## src/rtl/divide_operator_seq_pkg.sv

```systemverilog
// Shared types for the sequential restoring divider: FSM encoding and counter sizing.
package divide_operator_seq_pkg;

  typedef enum logic [1:0] {
    IDLE = 2'd0,
    RUN  = 2'd1,
    DONE = 2'd2
  } state_e;

  // Counter must hold 2n (one iteration per dividend bit).
  function automatic int unsigned cnt_width(input int unsigned n);
    return $clog2(2 * n) + 1;
  endfunction

endpackage

```

## src/rtl/divide_operator_seq_div_step.sv

```systemverilog
// One restoring-division iteration: shift in a dividend bit, subtract divisor if it fits.
module divide_operator_seq_div_step
  import divide_operator_seq_pkg::*;
#(
  parameter int unsigned n = 4
) (
  input  logic [n:0]   rem_i,
  input  logic [n-1:0] div_i,
  input  logic         bit_i,
  output logic [n:0]   rem_o,
  output logic         qbit_o
);

  logic [n:0] shifted;
  logic       unused_msb;

  // The incoming remainder is always < divisor, so its MSB is zero and drops out of the shift.
  assign unused_msb = rem_i[n];

  always_comb begin
    shifted = {rem_i[n-1:0], bit_i};
    qbit_o  = (shifted >= {1'b0, div_i});
    rem_o   = qbit_o ? (shifted - {1'b0, div_i}) : shifted;
  end

endmodule

```

## src/rtl/divide_operator_seq.sv

```systemverilog
// Sequential restoring divider: 2n-bit dividend / n-bit divisor, one quotient bit per clock.
module divide_operator_seq
  import divide_operator_seq_pkg::*;
#(
  parameter int unsigned n = 4
) (
  input  logic           clk,
  input  logic           rst,
  input  logic           start,
  input  logic [2*n-1:0] Z,
  input  logic [n-1:0]   B,
  output logic [2*n-1:0] Q,
  output logic [n-1:0]   R,
  output logic           busy,
  output logic           done,
  output logic           div_by_zero
);

  localparam int unsigned ZW = 2 * n;
  localparam int unsigned CW = cnt_width(n);

  state_e         state_q, state_d;
  logic [ZW-1:0]  dvd_q, dvd_d;
  logic [ZW-1:0]  quo_q, quo_d;
  logic [ZW-1:0]  q_q, q_d;
  logic [n-1:0]   b_q, b_d;
  logic [n-1:0]   r_q, r_d;
  logic [n:0]     rem_q, rem_d;
  logic [CW-1:0]  cnt_q, cnt_d;
  logic           busy_q, busy_d;
  logic           done_q, done_d;
  logic           dbz_q, dbz_d;

  logic [n:0]     step_rem;
  logic           step_bit;
  logic [ZW-1:0]  quo_shift;

  divide_operator_seq_div_step #(.n(n)) u_step (
    .rem_i  (rem_q),
    .div_i  (b_q),
    .bit_i  (dvd_q[ZW-1]),
    .rem_o  (step_rem),
    .qbit_o (step_bit)
  );

  assign quo_shift = {quo_q[ZW-2:0], step_bit};

  // State and datapath registers
  always_ff @(posedge clk) begin
    if (rst) begin
      state_q <= IDLE;
      dvd_q   <= '0;
      quo_q   <= '0;
      q_q     <= '0;
      b_q     <= '0;
      r_q     <= '0;
      rem_q   <= '0;
      cnt_q   <= '0;
      busy_q  <= 1'b0;
      done_q  <= 1'b0;
      dbz_q   <= 1'b0;
    end else begin
      state_q <= state_d;
      dvd_q   <= dvd_d;
      quo_q   <= quo_d;
      q_q     <= q_d;
      b_q     <= b_d;
      r_q     <= r_d;
      rem_q   <= rem_d;
      cnt_q   <= cnt_d;
      busy_q  <= busy_d;
      done_q  <= done_d;
      dbz_q   <= dbz_d;
    end
  end

  // Next-state and datapath control
  always_comb begin
    state_d = state_q;
    dvd_d   = dvd_q;
    quo_d   = quo_q;
    q_d     = q_q;
    b_d     = b_q;
    r_d     = r_q;
    rem_d   = rem_q;
    cnt_d   = cnt_q;
    busy_d  = busy_q;
    done_d  = 1'b0;
    dbz_d   = dbz_q;

    unique case (state_q)
      IDLE: begin
        if (start) begin
          dvd_d = Z;
          b_d   = B;
          rem_d = '0;
          quo_d = '0;
          cnt_d = CW'(ZW);
          if (B != '0) begin
            state_d = RUN;
            busy_d  = 1'b1;
          end else begin
            state_d = DONE;
          end
        end
      end

      RUN: begin
        dvd_d = {dvd_q[ZW-2:0], 1'b0};
        rem_d = step_rem;
        quo_d = quo_shift;
        cnt_d = cnt_q - CW'(1);
        if (cnt_q == CW'(1)) begin
          q_d     = quo_shift;
          r_d     = step_rem[n-1:0];
          dbz_d   = 1'b0;
          done_d  = 1'b1;
          busy_d  = 1'b0;
          state_d = DONE;
        end
      end

      DONE: begin
        // Divide-by-zero arrives here with done low; publish its result one cycle later.
        if (done_q) begin
          state_d = IDLE;
        end else begin
          q_d    = '1;
          r_d    = dvd_q[n-1:0];
          dbz_d  = 1'b1;
          done_d = 1'b1;
        end
      end

      default: state_d = IDLE;
    endcase
  end

  assign Q           = q_q;
  assign R           = r_q;
  assign busy        = busy_q;
  assign done        = done_q;
  assign div_by_zero = dbz_q;

endmodule

```

## config.mk

```make
export PLATFORM = sky130hd
export DESIGN_NAME = divide_operator_seq
export DESIGN_NICKNAME = d
export VERILOG_FILES = /design/src/rtl/divide_operator_seq_pkg.sv /design/src/rtl/divide_operator_seq_div_step.sv /design/src/rtl/divide_operator_seq.sv
export SDC_FILE = /design/constraint.sdc
export NUM_CORES = 1
export LEC_CHECK = 0
export CAP_MARGIN = 10
export CELL_PAD_IN_SITES_DETAIL_PLACEMENT = 0
export CELL_PAD_IN_SITES_GLOBAL_PLACEMENT = 1
export CORE_MARGIN = 8
export CORE_UTILIZATION = 43
export DETAILED_ROUTE_END_ITERATION = 8
export PLACE_DENSITY = 0.92
export SLEW_MARGIN = 20
export SYNTH_ARGS = -nofsm -noshare
export SYNTH_HDL_FRONTEND = slang
export SYNTH_SLANG_ARGS = --single-unit
export TNS_END_PERCENT = 30
```

## constraint.sdc

```tcl
create_clock -name clk -period 5 [get_ports clk]
set_input_delay 1 -clock clk [delete_from_list [all_inputs] [get_ports clk]]
set_output_delay 1 -clock clk [all_outputs]
set_load 0.02 [all_outputs]
```

Routing congestion:
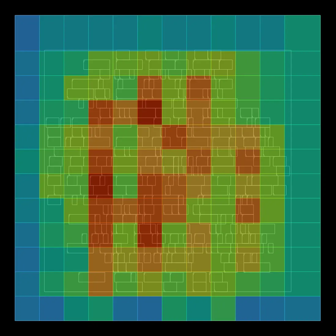
met1 Use GR: 17.2%
core occupancy in the finished layout: 54.3%
grt peak-use layer: met2
grt met2 use: 21.1%

M2 wires:
Drawn at 4 px/um.
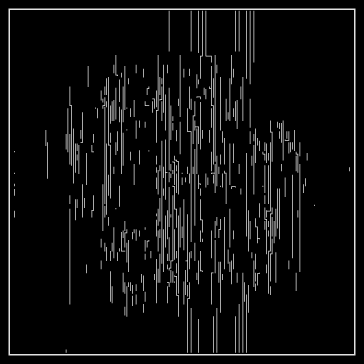
share of all routed wire: 46%
nets with wire on the layer: 229
longest straight run: 30.6 um
main direction: vertical
final wirelength: 4580 um
DR vias: 1770

Sizing map:
Drawn at 6 px/um.
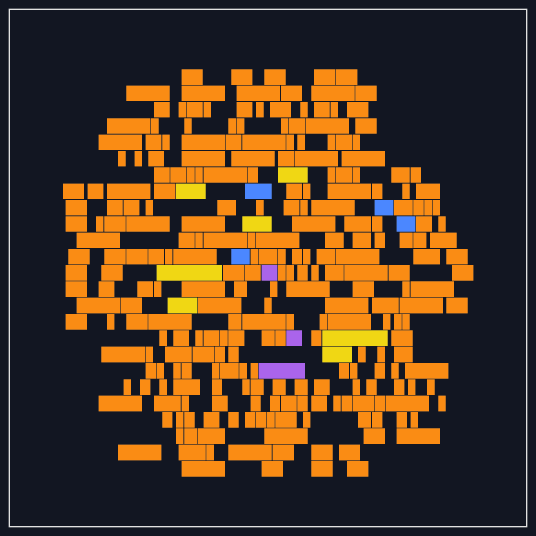
legend:
  drive 6 and up:
    colour: yellow
    cells: 7
    share: 2.6%
    most_used: clkbuf_8
  drive 3 to 4:
    colour: purple
    cells: 3
    share: 1.1%
    most_used: buf_4
  drive 1 or less:
    colour: orange
    cells: 257
    share: 95%
    most_used: nor2_1
  drive 2:
    colour: blue
    cells: 4
    share: 1.5%
    most_used: a21oi_2

Close-up of the layout:
Region (30, 30) to (55, 55) um. Cells in grey, sequential cells in the stronger grey; small squares are vias.
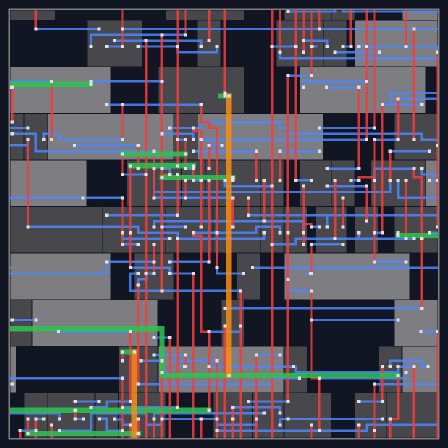
legend:
  met4:
    colour: orange
  met1:
    colour: blue
  met3:
    colour: green
  met2:
    colour: red
most frequent: dfxtp_1 (10), nor2_1 (8), nand2_1 (6)
netlist names of flops here include: dvd_q (3), R (2), rem_q (2)
sequential cells in the window: 10
cells with their middle in the window: 47

Sequential cells grouped by signal name:
Drawn at 4 px/um. Other sequential cells in the stronger grey, the rest of the logic in the fainter grey.
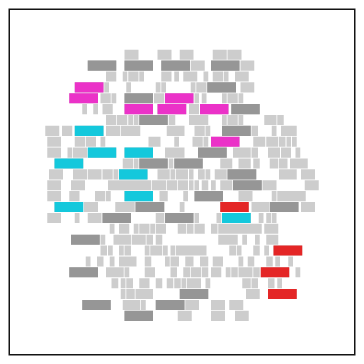
legend:
  quo_q:
    colour: magenta
    sequential_cells: 7
  b_q:
    colour: red
    sequential_cells: 4
    where: lower right
  dvd_q:
    colour: cyan
    sequential_cells: 8

==> flow_summary.ini <==
; synthesis and place-and-route metrics
[clock_tree]
max-clock-path-buffers = 2
cts_tree = yes
cts_buffers = 5
ctsResizeCount = 0
clock-sinks = 44
cts-root-buf = clkbuf_8

[detailed_routing]
postRouteAntennaNets = 0
drt-vias-per-instance = 5.24
first_pass_iters = 4
wl_met1_um = 2220

[power_and_ir_drop]
top_power_group = combinational logic
pg_clk_uw = 314
internal_power_uw = 911

[global_route]
grt_use_met3_pct = 3.06
grt_pass1_vias = 1733

[synthesis]
syn_area_per_cell_sq_um = 8.53
synth-xor-area-share_pct = 0.832
synthFlopType = dfxtp_1
top_cell = nor2_1
area_leaders = dfxtp_1, nor2_1, a211oi_1, ha_1, mux2i_1
synthTopLogicFamily = AND-OR/OR-AND gates
synth_flops = 44
yosysTopAreaCell = dfxtp_1
ys_cells = 247

[critical_path]
worstPathRequired_ns = 5.19
cp_top_family = AND-OR/OR-AND gates
crit_path_start_kind = primary input
reg2regPathDepth = 7
cp-end-kind = flip-flop
crit_slowest_cell = clkdlybuf4s50_1
critPathKind = in2reg
critPathArrivalTime_ns = 2.80

[placement]
routabilityCongestion = 0.859

[run_status]
outcome = complete, no violations

[cells_and_area]
num-nonclk-buffers = 31
finalNetCount = 296
flops = 44
syn_to_final_growth_pct = 21.7
clk_share_pct = 5.03
layout-drive-gt1-share_pct = 5.17
lay_top_cells = nor2_1, dfxtp_1, clkdlybuf4s50_1, a211oi_1, nand2_1
seqAreaFraction_pct = 34.4

[sta]
fin_crit_sh_pct = 52.1
tightest_slew_ns = 0.872
setup_ws_ns = 2.40

[floorplanning]
die_h_um = 86.0
row_count = 25
nWellTaps = 67

[run]
tool_warnings = 29
